<file path="src/rtl/dmi_jtag_dtm_if.sv">
// DMI link between the JTAG DTM (master, issues requests) and the debug module (slave).
interface dmi_jtag_dtm_if #(
  parameter int ABITS = 7
);
  logic             oDmiReqValid;
  logic             iDmiReqReady;
  logic [ABITS-1:0] oDmiAddr;
  logic [31:0]      oDmiData;
  logic [1:0]       oDmiOp;
  logic             iDmiRspValid;
  logic             oDmiRspReady;
  logic [31:0]      iDmiRspData;
  logic [1:0]       iDmiRspOp;

  modport master (
    output oDmiReqValid, oDmiAddr, oDmiData, oDmiOp, oDmiRspReady,
    input  iDmiReqReady, iDmiRspValid, iDmiRspData, iDmiRspOp
  );

  modport slave (
    input  oDmiReqValid, oDmiAddr, oDmiData, oDmiOp, oDmiRspReady,
    output iDmiReqReady, iDmiRspValid, iDmiRspData, iDmiRspOp
  );
endinterface

</file>
<file path="src/rtl/dmi_jtag_dtm.sv">
// RISC-V JTAG DTM: oversampled 1149.1 TAP with IDCODE/DTMCS/DMI/BYPASS registers,
// turning DMI scans into valid/ready requests on the DMI link.
module dmi_jtag_dtm #(
  parameter logic [31:0] IDCODE    = 32'h1000_0001,
  parameter int          ABITS     = 7,
  parameter logic [2:0]  IDLE_HINT = 3'd1
) (
  input  logic iClk,
  input  logic nRst,
  input  logic iTCK,
  input  logic iTMS,
  input  logic iTDI,
  output logic oTDO,
  output logic oTDOEn,
  dmi_jtag_dtm_if.master dmi
);
  localparam int DRW = ABITS + 34;
  localparam logic [1:0] OP_READ  = 2'd1;
  localparam logic [1:0] OP_WRITE = 2'd2;

  typedef enum logic [3:0] {
    TLR, RTI, SEL_DR, CAP_DR, SH_DR, EX1_DR, PAU_DR, EX2_DR, UPD_DR,
    SEL_IR, CAP_IR, SH_IR, EX1_IR, PAU_IR, EX2_IR, UPD_IR
  } tap_state_e;

  tap_state_e state_reg, state_next;

  // Two-flop synchronizers for {TDI, TMS, TCK}.
  logic [2:0] pins, pin_s1, pin_s2;
  logic       tck_q, tck_rise, tck_fall, tms_s, tdi_s;
  assign pins = {iTDI, iTMS, iTCK};

  genvar gi;
  generate
    for (gi = 0; gi < 3; gi++) begin : g_sync
      always_ff @(posedge iClk or negedge nRst) begin
        if (!nRst) begin
          pin_s1[gi] <= 1'b0;
          pin_s2[gi] <= 1'b0;
        end else begin
          pin_s1[gi] <= pins[gi];
          pin_s2[gi] <= pin_s1[gi];
        end
      end
    end
  endgenerate

  always_ff @(posedge iClk or negedge nRst) begin
    if (!nRst) tck_q <= 1'b0;
    else       tck_q <= pin_s2[0];
  end

  assign tck_rise = pin_s2[0] & ~tck_q;
  assign tck_fall = ~pin_s2[0] & tck_q;
  assign tms_s    = pin_s2[1];
  assign tdi_s    = pin_s2[2];

  always_ff @(posedge iClk or negedge nRst) begin
    if (!nRst)         state_reg <= TLR;
    else if (tck_rise) state_reg <= state_next;
  end

  always_comb begin
    state_next = state_reg;
    unique case (state_reg)
      TLR:    state_next = tms_s ? TLR    : RTI;
      RTI:    state_next = tms_s ? SEL_DR : RTI;
      SEL_DR: state_next = tms_s ? SEL_IR : CAP_DR;
      CAP_DR: state_next = tms_s ? EX1_DR : SH_DR;
      SH_DR:  state_next = tms_s ? EX1_DR : SH_DR;
      EX1_DR: state_next = tms_s ? UPD_DR : PAU_DR;
      PAU_DR: state_next = tms_s ? EX2_DR : PAU_DR;
      EX2_DR: state_next = tms_s ? UPD_DR : SH_DR;
      UPD_DR: state_next = tms_s ? SEL_DR : RTI;
      SEL_IR: state_next = tms_s ? TLR    : CAP_IR;
      CAP_IR: state_next = tms_s ? EX1_IR : SH_IR;
      SH_IR:  state_next = tms_s ? EX1_IR : SH_IR;
      EX1_IR: state_next = tms_s ? UPD_IR : PAU_IR;
      PAU_IR: state_next = tms_s ? EX2_IR : PAU_IR;
      EX2_IR: state_next = tms_s ? UPD_IR : SH_IR;
      UPD_IR: state_next = tms_s ? SEL_DR : RTI;
    endcase
  end

  // Instruction register
  logic [4:0] ir_reg, ir_sr;
  logic       sel_idcode, sel_dtmcs, sel_dmi;

  always_ff @(posedge iClk or negedge nRst) begin
    if (!nRst) begin
      ir_reg <= 5'h01;
      ir_sr  <= 5'h00;
    end else if (tck_rise) begin
      if (state_next == TLR)          ir_reg <= 5'h01;
      else if (state_reg == UPD_IR)   ir_reg <= ir_sr;
      if (state_reg == CAP_IR)        ir_sr <= 5'b00001;
      else if (state_reg == SH_IR)    ir_sr <= {tdi_s, ir_sr[4:1]};
    end
  end

  assign sel_idcode = (ir_reg == 5'h01);
  assign sel_dtmcs  = (ir_reg == 5'h10);
  assign sel_dmi    = (ir_reg == 5'h11);

  // DMI bookkeeping state
  logic [1:0]       stat_reg, stat_next, cap_status;
  logic             inflight_reg, inflight_next, discard_reg, discard_next;
  logic [ABITS-1:0] last_addr_reg, last_addr_next;
  logic [31:0]      last_rdata_reg, last_rdata_next;
  logic             req_valid_reg, req_valid_next;
  logic [ABITS-1:0] req_addr_reg, req_addr_next;
  logic [31:0]      req_data_reg, req_data_next;
  logic [1:0]       req_op_reg, req_op_next;
  logic [DRW-1:0]   dr_sr;
  logic [1:0]       dr_op;
  logic [31:0]      dtmcs_val;

  assign dr_op     = dr_sr[1:0];
  assign dtmcs_val = {14'd0, 2'b00, 1'b0, IDLE_HINT, stat_reg, 6'(ABITS), 4'd1};

  always_ff @(posedge iClk or negedge nRst) begin
    if (!nRst) begin
      dr_sr <= '0;
    end else if (tck_rise) begin
      if (state_reg == CAP_DR) begin
        if (sel_idcode)     dr_sr <= DRW'(IDCODE);
        else if (sel_dtmcs) dr_sr <= DRW'(dtmcs_val);
        else if (sel_dmi)   dr_sr <= {last_addr_reg, last_rdata_next, cap_status};
        else                dr_sr <= '0;
      end else if (state_reg == SH_DR) begin
        if (sel_dmi)                    dr_sr <= {tdi_s, dr_sr[DRW-1:1]};
        else if (sel_idcode || sel_dtmcs) dr_sr[31:0] <= {tdi_s, dr_sr[31:1]};
        else                            dr_sr[0] <= tdi_s;
      end
    end
  end

  always_ff @(posedge iClk or negedge nRst) begin
    if (!nRst)         oTDO <= 1'b0;
    else if (tck_fall) oTDO <= (state_reg == SH_IR) ? ir_sr[0] : dr_sr[0];
  end

  assign oTDOEn = (state_reg == SH_DR) || (state_reg == SH_IR);

  // Responses are folded in before any capture/update of the same cycle.
  always_comb begin
    stat_next       = stat_reg;
    inflight_next   = inflight_reg;
    discard_next    = discard_reg;
    last_addr_next  = last_addr_reg;
    last_rdata_next = last_rdata_reg;
    req_valid_next  = req_valid_reg;
    req_addr_next   = req_addr_reg;
    req_data_next   = req_data_reg;
    req_op_next     = req_op_reg;

    if (req_valid_reg && dmi.iDmiReqReady) req_valid_next = 1'b0;

    if (dmi.iDmiRspValid) begin
      if (!inflight_reg || discard_reg) begin
        discard_next = 1'b0;
      end else begin
        inflight_next = 1'b0;
        if (req_op_reg == OP_READ) last_rdata_next = dmi.iDmiRspData;
        if (stat_reg == 2'd0 && (dmi.iDmiRspOp == 2'd2 || dmi.iDmiRspOp == 2'd3))
          stat_next = dmi.iDmiRspOp;
      end
    end

    cap_status = inflight_next ? 2'd3 : stat_next;

    if (tck_rise && sel_dmi) begin
      if (state_reg == CAP_DR && inflight_next) stat_next = 2'd3;
      if (state_reg == UPD_DR && (dr_op == OP_READ || dr_op == OP_WRITE)) begin
        if (inflight_next) begin
          stat_next = 2'd3;
        end else if (stat_next == 2'd0) begin
          req_valid_next = 1'b1;
          req_addr_next  = dr_sr[DRW-1:34];
          req_data_next  = dr_sr[33:2];
          req_op_next    = dr_op;
          inflight_next  = 1'b1;
          last_addr_next = dr_sr[DRW-1:34];
        end
      end
    end

    if (tck_rise && sel_dtmcs && state_reg == UPD_DR) begin
      if (dr_sr[16]) stat_next = 2'd0;
      if (dr_sr[17]) begin
        stat_next      = 2'd0;
        req_valid_next = 1'b0;
        inflight_next  = 1'b0;
        discard_next   = 1'b1;
      end
    end
  end

  always_ff @(posedge iClk or negedge nRst) begin
    if (!nRst) begin
      stat_reg       <= 2'd0;
      inflight_reg   <= 1'b0;
      discard_reg    <= 1'b0;
      last_addr_reg  <= '0;
      last_rdata_reg <= '0;
      req_valid_reg  <= 1'b0;
      req_addr_reg   <= '0;
      req_data_reg   <= '0;
      req_op_reg     <= 2'd0;
    end else begin
      stat_reg       <= stat_next;
      inflight_reg   <= inflight_next;
      discard_reg    <= discard_next;
      last_addr_reg  <= last_addr_next;
      last_rdata_reg <= last_rdata_next;
      req_valid_reg  <= req_valid_next;
      req_addr_reg   <= req_addr_next;
      req_data_reg   <= req_data_next;
      req_op_reg     <= req_op_next;
    end
  end

  assign dmi.oDmiReqValid = req_valid_reg;
  assign dmi.oDmiAddr     = req_addr_reg;
  assign dmi.oDmiData     = req_data_reg;
  assign dmi.oDmiOp       = req_op_reg;
  assign dmi.oDmiRspReady = 1'b1;
endmodule
</file>
<file path="src/flat_wrapper.sv">
// flat-port wrapper written by rule: the top's interface ports become plain ports
module dmi_jtag_dtm_flat 
#(
  parameter logic [31:0] IDCODE    = 32'h1000_0001,
  parameter int          ABITS     = 7,
  parameter logic [2:0]  IDLE_HINT = 3'd1
)
  (iClk, nRst, iTCK, iTMS, iTDI, oTDO, oTDOEn, dmi_oDmiReqValid, dmi_oDmiAddr, dmi_oDmiData, dmi_oDmiOp, dmi_oDmiRspReady, dmi_iDmiReqReady, dmi_iDmiRspValid, dmi_iDmiRspData, dmi_iDmiRspOp);
  dmi_jtag_dtm_if #(.ABITS(ABITS)) dmi_i ();
  input  logic iClk;
  input  logic nRst;
  input  logic iTCK;
  input  logic iTMS;
  input  logic iTDI;
  output logic oTDO;
  output logic oTDOEn;
  output wire logic [$bits(dmi_i.oDmiReqValid)-1:0] dmi_oDmiReqValid;
  output wire logic [$bits(dmi_i.oDmiAddr)-1:0] dmi_oDmiAddr;
  output wire logic [$bits(dmi_i.oDmiData)-1:0] dmi_oDmiData;
  output wire logic [$bits(dmi_i.oDmiOp)-1:0] dmi_oDmiOp;
  output wire logic [$bits(dmi_i.oDmiRspReady)-1:0] dmi_oDmiRspReady;
  input wire logic [$bits(dmi_i.iDmiReqReady)-1:0] dmi_iDmiReqReady;
  input wire logic [$bits(dmi_i.iDmiRspValid)-1:0] dmi_iDmiRspValid;
  input wire logic [$bits(dmi_i.iDmiRspData)-1:0] dmi_iDmiRspData;
  input wire logic [$bits(dmi_i.iDmiRspOp)-1:0] dmi_iDmiRspOp;
  assign dmi_oDmiReqValid = dmi_i.oDmiReqValid;
  assign dmi_oDmiAddr = dmi_i.oDmiAddr;
  assign dmi_oDmiData = dmi_i.oDmiData;
  assign dmi_oDmiOp = dmi_i.oDmiOp;
  assign dmi_oDmiRspReady = dmi_i.oDmiRspReady;
  assign dmi_i.iDmiReqReady = dmi_iDmiReqReady;
  assign dmi_i.iDmiRspValid = dmi_iDmiRspValid;
  assign dmi_i.iDmiRspData = dmi_iDmiRspData;
  assign dmi_i.iDmiRspOp = dmi_iDmiRspOp;
  dmi_jtag_dtm #(.IDCODE(IDCODE), .ABITS(ABITS), .IDLE_HINT(IDLE_HINT)) u_core (.iClk(iClk), .nRst(nRst), .iTCK(iTCK), .iTMS(iTMS), .iTDI(iTDI), .oTDO(oTDO), .oTDOEn(oTDOEn), .dmi(dmi_i));
endmodule
</file>
<file path="config.mk">
export PLATFORM = sky130hd
export DESIGN_NAME = dmi_jtag_dtm_flat
export DESIGN_NICKNAME = d
export VERILOG_FILES = /design/src/rtl/dmi_jtag_dtm_if.sv /design/src/rtl/dmi_jtag_dtm.sv /design/src/flat_wrapper.sv
export SDC_FILE = /design/constraint.sdc
export NUM_CORES = 1
export LEC_CHECK = 0
export CORE_MARGIN = 3
export CORE_UTILIZATION = 45
export DETAILED_ROUTE_END_ITERATION = 10
export GPL_TIMING_DRIVEN = 0
export MAX_ROUTING_LAYER = met4
export PLACE_DENSITY = 0.69
export SYNTH_ARGS = -nofsm -noshare
export SYNTH_HDL_FRONTEND = slang
export SYNTH_SLANG_ARGS = --single-unit
</file>
<file path="constraint.sdc">
create_clock -name iClk -period 2.94 [get_ports iClk]
set_input_delay 0.735 -clock iClk [delete_from_list [all_inputs] [get_ports iClk]]
set_output_delay 0.735 -clock iClk [all_outputs]
set_load 0.02 [all_outputs]
</file>
==> Slide: Implementation Results, run 1 <==
Key Metrics from the Run

Status
  – Outcome: finished, final reports clean

Routing
  – DRC: 0
  – Routed wire length: 16.41 mm
  – Antenna viol nets, final: 0
  – Initial drt markers: slightly below 500

Power and ir drop
  – Total power: 0.006105 W
  – Part of the power in registers: 0.409
  – Pwr dens: 745.8 nW/um^2
  – P_sw: 0.001792 W
  – Internal: around 0.0043 W

Layout
  – ANT cells: 0
  – Largest register FFs: about 40
  – Fraction of layout cells with a size suffix above 1: 0.1427
  – Final #Nets: roughly 760
  – Syn-to-layout area delta: 27.00%

STA
  – Fmax: between 300 and 400 MHz
  – Setup violators final: 0
  – Period utilisation layout: 0.8749
  – RSZ-0062 raised after global routing: no
  – Final Hold Fails: 0
  – Layout Skew: 0.01017 ns
  – Final min period: around 2.6 ns

Clocking
  – # hold bufs at CTS: 0

Floorplan
  – Num ports: 86
  – Die X-Extent: 125.7 um

Placed design
  – Final GP Congestion: 0.8325
  – Worst slack, placed: -0.04579 ns
  – I/O Buffers: between 80 and 90

Global route
  – First-pass GRT wire length: between 20 and 30 mm
  – Met3 usage: 0.04623
  – Met1 usage: 0.3011
  – Global Route Usage Sum: 0.2187
  – Initial antenna violation count: 0

Flow run
  – Tool Warnings: 26

Synth
  – Area reported by Yosys stat: 6445 um^2
  – Number of distinct library cells after synthesis: 60
  – Synth Seq Share: 0.5477
  – Synth Net Count: 654
  – Most common reg cell: dfrtp_1
  – Flip-flops with a built-in enable: 0

Setup path
  – CP Class: in2reg
  – Sum of buffers and inverters on the critical path: 3
  – Cells along the critical path: clkdlybuf4s50_1, inv_1, o21ai_0, nand4_2, buf_6, mux2_2
  – Reg2Reg Depth: 5
  – Worst Path Arrival: approximately 2.9 ns
  – Worst R2R End: u_core.dr_sr[32]$_DFFE_PN0P_
  – CP endpoint: u_core.dmi.oDmiData[28]$_DFFE_PN0P_
  – Crit Path Max Fanout: 10
-- run 1: worst register-to-register path, cell delays in order (launching register included) --
cell       delay [ns]
dfrtp_1          0.40
nor3_1           0.68
nand3_1          0.57
clkbuf_1         0.37
a21oi_1          0.29
a2bb2oi_1        0.20
-- run 1: cell families (layout without fill, tap and decap cells) --
kind of cell / after synthesis / after routing / synth area share
simple gates: 205 / 205 / 0.1629
compound gates: 153 / 153 / 0.1575
flops: 141 / 141 / 0.5477
buf+inv: 62 / 178 / 0.04484
mux: 49 / 49 / 0.08387
xor+xnor: 2 / 2 / 0.002718
other cells: 1 / 1 / 0.0005819
-- run 1: power by group through the flow --
stage	Combinational [W]	Sequential (W)	Clock (W)
finish	0.00127	0.00250	0.00234
global placement	0.00122	0.00252	0
CTS	0.00127	0.00250	0.00236
floorplan	0.000905	0.00243	0
global route	0.00141	0.00254	0.00247
detailed placement	0.00125	0.00253	0
-- run 1: area by class of cell --
class / count / area (um^2)
Tap cell: 180 / 225.2
Buffer: 47 / 235.2
Multi-Input combinational cell: 410 / 2628
Clock inverter: 15 / 217.7
Clock buffer: 17 / 425.4
Sequential cell: 141 / 3530
Inverter: 14 / 52.55
Fill cell: 1190 / 5749
Timing Repair Buffer: 85 / 872.1
-- run 1: cell usage after synthesis (3+ instances only) --
| cell | number | area, um^2 |
|---|---|---|
| clkbuf_1 | 30 | 112.6 |
| mux2i_1 | 9 | 90.09 |
| nor2_1 | 7 | 26.28 |
| nor2b_1 | 3 | 18.77 |
| nand4_1 | 5 | 31.28 |
| o22a_1 | 24 | 210.2 |
| o211ai_1 | 5 | 37.54 |
| nand3_1 | 66 | 330.3 |
| buf_6 | 5 | 56.30 |
| nand2b_1 | 6 | 37.54 |
| inv_1 | 14 | 52.55 |
| o32a_1 | 5 | 50.05 |
| nand2_1 | 80 | 300.3 |
| and2_1 | 6 | 37.54 |
| dfrtp_1 | 140 | 3503 |
| and3_1 | 3 | 18.77 |
| o21ai_0 | 42 | 210.2 |
| buf_2 | 9 | 45.04 |
| mux2_2 | 40 | 450.4 |
| a2bb2oi_1 | 3 | 26.28 |
| or3_1 | 3 | 18.77 |
| a21oi_1 | 45 | 225.2 |
| a31oi_1 | 5 | 31.28 |
| o2bb2ai_1 | 7 | 61.31 |
| nand4b_1 | 3 | 26.28 |
-- run 1: layer usage --
metal / routed length (um) / vias to the layer above / part of all wire
li1: - / 2428 / -
met4: 223 / 0 / 0.014
met5: 0 / - / 0
met2: 7835 / 176 / 0.48
met3: 956 / 23 / 0.058
met1: 7392 / 2612 / 0.45
-- run 1: through the flow --
step / TNS (ns) / util / std cells / area [um^2]
finish: 0 / 0.5874 / 909 / 8185
CTS: 0 / 0.5874 / 910 / 8185
global route: 0 / 0.5874 / 909 / 8185
floorplan: 0 / - / 613 / 6445
global placement: -618.88 / 0.5390 / 877 / 7511
detailed placement: -1.090 / 0.5411 / 878 / 7540
-- run 1: what timing repair did --
item,CTS,global route
setup endpoints to repair,1,1
gates resized,2,3
buffers inserted,0,0
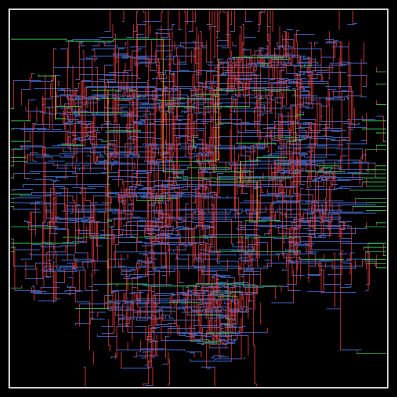
**Above:** run 1 (signal wires by layer).
Scale: 3 px per um.
color	layer	wire length
red	met2	7840 um
green	met3	957 um
orange	met4	223 um
blue	met1	7390 um

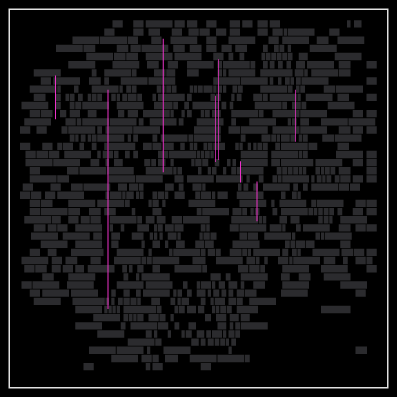
**Above:** run 1 (M4 wires).
Scale: 3 px per um. Cells faint in the background.
nets with wire on the layer	5
wire length on this layer	223 um
share of all routed wire	1.4%

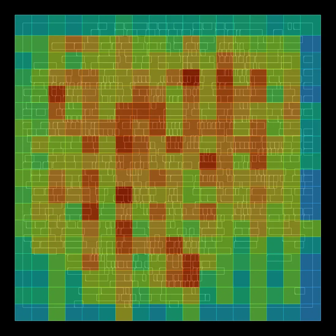
**Above:** run 1 (routing congestion map).
final core occ: 0.5874
met2 Use GR: 0.3317
WL per Instance: 18.05 um

**Run 1: clock distribution**

Scale: 2 px per um.
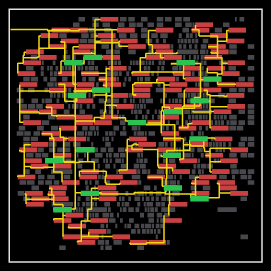

==> run 2, diff against run 1 <==
- MAX_ROUTING_LAYER: met4 -> unset
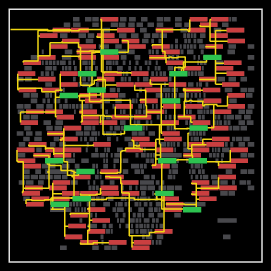
**Above:** run 2 (clock distribution).
Scale: 2 px per um.
[green] cells driving clock nets | count: 17
[yellow] clock wires | length: 1750 um
[red] flip-flops | count: 141
routed clock nets	18
flops lie	spread over the die
Insertion Delay late pin: 0.42 ns
clock power share: 0.373

==> run 2 against run 1 <==
Maximum frequency decreased by 4.3%; flip-flop count stayed put; final area is 0.34% lower; count of clock-buffer cells in the layout is 7 higher; sequential power about the same; clock power shrank 4%; largest power group unchanged; critical endpoint is now oTDOEn; global-route usage decreased by 0.80 points; largest cell class unchanged; worst setup slack got worse by 0.11 ns; first-iteration DRC count grew 19%; critical path type is now reg2out.
==> Slide: Implementation Results, run 2 <==
Key Metrics from the Run

Routing
  – WL per Instance: 17.94 um (-0.63%)
  – Antenna viol nets, final: 0 (unchanged)
  – Routed wire length: 16.31 mm (-0.63%)

Synth
  – Synth Seq Share: 0.5477 (unchanged)
  – Area leader share: 0.5436 (unchanged)
  – Post-synth top area cell: dfrtp_1
  – Most common reg cell: dfrtp_1
  – Area reported by Yosys stat: 6445 um^2 (unchanged)
  – Synth Net Count: 654 (unchanged)
  – Flip-flops with a built-in enable: 0 (unchanged)

Layout
  – Layout fillers: 1200 (+0.84%)
  – Largest register FFs: 41 (unchanged)
  – ANT cells: 0 (unchanged)
  – Syn-to-layout area delta: 26.58%
  – Fraction of layout cells with a size suffix above 1: 0.1344 (-0.008230)

Floorplan
  – Die X-Extent: 125.7 um (unchanged)

STA
  – Setup violators final: 0 (unchanged)
  – Setup TNS: 0 ns (unchanged)
  – Final min period: 2.687 ns (+0.1144 ns)
  – Final Hold Fails: 0 (unchanged)

Setup path
  – Reg2Reg Depth: 5 (unchanged)
  – Worst R2R End: u_core.dr_sr[33]$_DFFE_PN0P_
  – Crit Path Max Fanout: 10 (unchanged)
  – Worst Path Arrival: 1.95 ns (-0.92 ns)

Clocking
  – # hold bufs at CTS: 0 (unchanged)

Flow run
  – Tool Warnings: 26 (unchanged)

Placed design
  – Placed Instances: 878 (unchanged)

Global route
  – Global Route Usage Sum: 0.2107 (-0.007976)

Status
  – Outcome: finished, final reports clean
[run 2: cell families (layout without fill, tap and decap cells)]
logic type             count (synthesis)  after routing  share of synthesized area
AND/OR/NAND/NOR                      205            205                     0.1629
AND-OR/OR-AND                        153            153                     0.1575
flip-flops                           141            141                     0.5477
buffers and inverters                 62            178                    0.04484
multiplexers                          49             49                    0.08387
XOR/XNOR                               2              2                   0.002718
other                                  1              1                  0.0005819
[run 2: where the power goes]
part | internal [W] | total [W] | switching [W]
Clock | 0.00148 | 0.00224 | 0.000766
Sequential | 0.00223 | 0.00250 | 0.000270
Combinational | 0.000575 | 0.00126 | 0.000688
[run 2: final cells by class]
class                      count  area [um^2]  area share
clock inverter                 7        135.1     0.01656
clock buffer                  24        481.7     0.05905
buffer                        48        237.7     0.02914
tap                          180        225.2     0.02761
inverter                      14        52.55    0.006442
sequential                   141         3530      0.4327
multi-input combinational    410         2628      0.3221
timing repair buffer          85        868.3      0.1064
[run 2: how the worst min path moves through the flow]
stage                               startpoint                              end  slack [ns]  cells after the start
finish                                    nRst  u_core.state_reg[1]$_DFFE_PN0P_        0.23                      1
global route                              nRst  u_core.state_reg[1]$_DFFE_PN0P_        0.25                      1
CTS                                       nRst  u_core.state_reg[1]$_DFFE_PN0P_        0.24                      1
detailed placement  u_core.pin_s1[2]$_DFF_PN0_           u_core.tdi_s$_DFF_PN0_        0.34                      0
global placement    u_core.pin_s1[0]$_DFF_PN0_       u_core.pin_s2[0]$_DFF_PN0_        0.33                      0
floorplan           u_core.pin_s1[0]$_DFF_PN0_       u_core.pin_s2[0]$_DFF_PN0_        0.33                      0
[run 2: critical path: stages (launching register included)]
cell and delay [ns]:
dfrtp_1 0.36, clkbuf_1 0.31, and2b_2 0.31, nand3_1 0.15, nand2_1 0.08, dlygate4sd2_1 0.32
[run 2: per-stage QoR]
stage	total power, W	worst slack [ns]	util	hold slack (ns)
3_3_place_gp	0.003734	-4.430	0.5390	0.3324
5_1_grt	0.006318	0.1319	0.5854	0.2460
6_report	0.006009	0.2534	0.5854	0.2298
2_1_floorplan	0.003335	0.8917	-	0.3312
4_1_cts	0.006033	0.2471	0.5854	0.2430
3_5_place_dp	0.003772	-0.06396	0.5411	0.3363
[run 2: what timing repair did]
action | 4_1_cts | 5_1_grt
gates resized | 3 | 0
endpoints found under the setup margin | 1 | 0
buffers inserted | 0 | 0
[run 2: routing by layer]
metal / part of all wire / vias up / GRT usage
met1: 0.45 / 2633 / 0.2946
met2: 0.47 / 216 / 0.3169
met3: 0.071 / 23 / 0.06743
met4: 0.017 / 0 / 0.06250
met5: 0 / - / 0
li1: - / 2418 / -
No activity file was given, so power comes from the tool's default toggle rates.
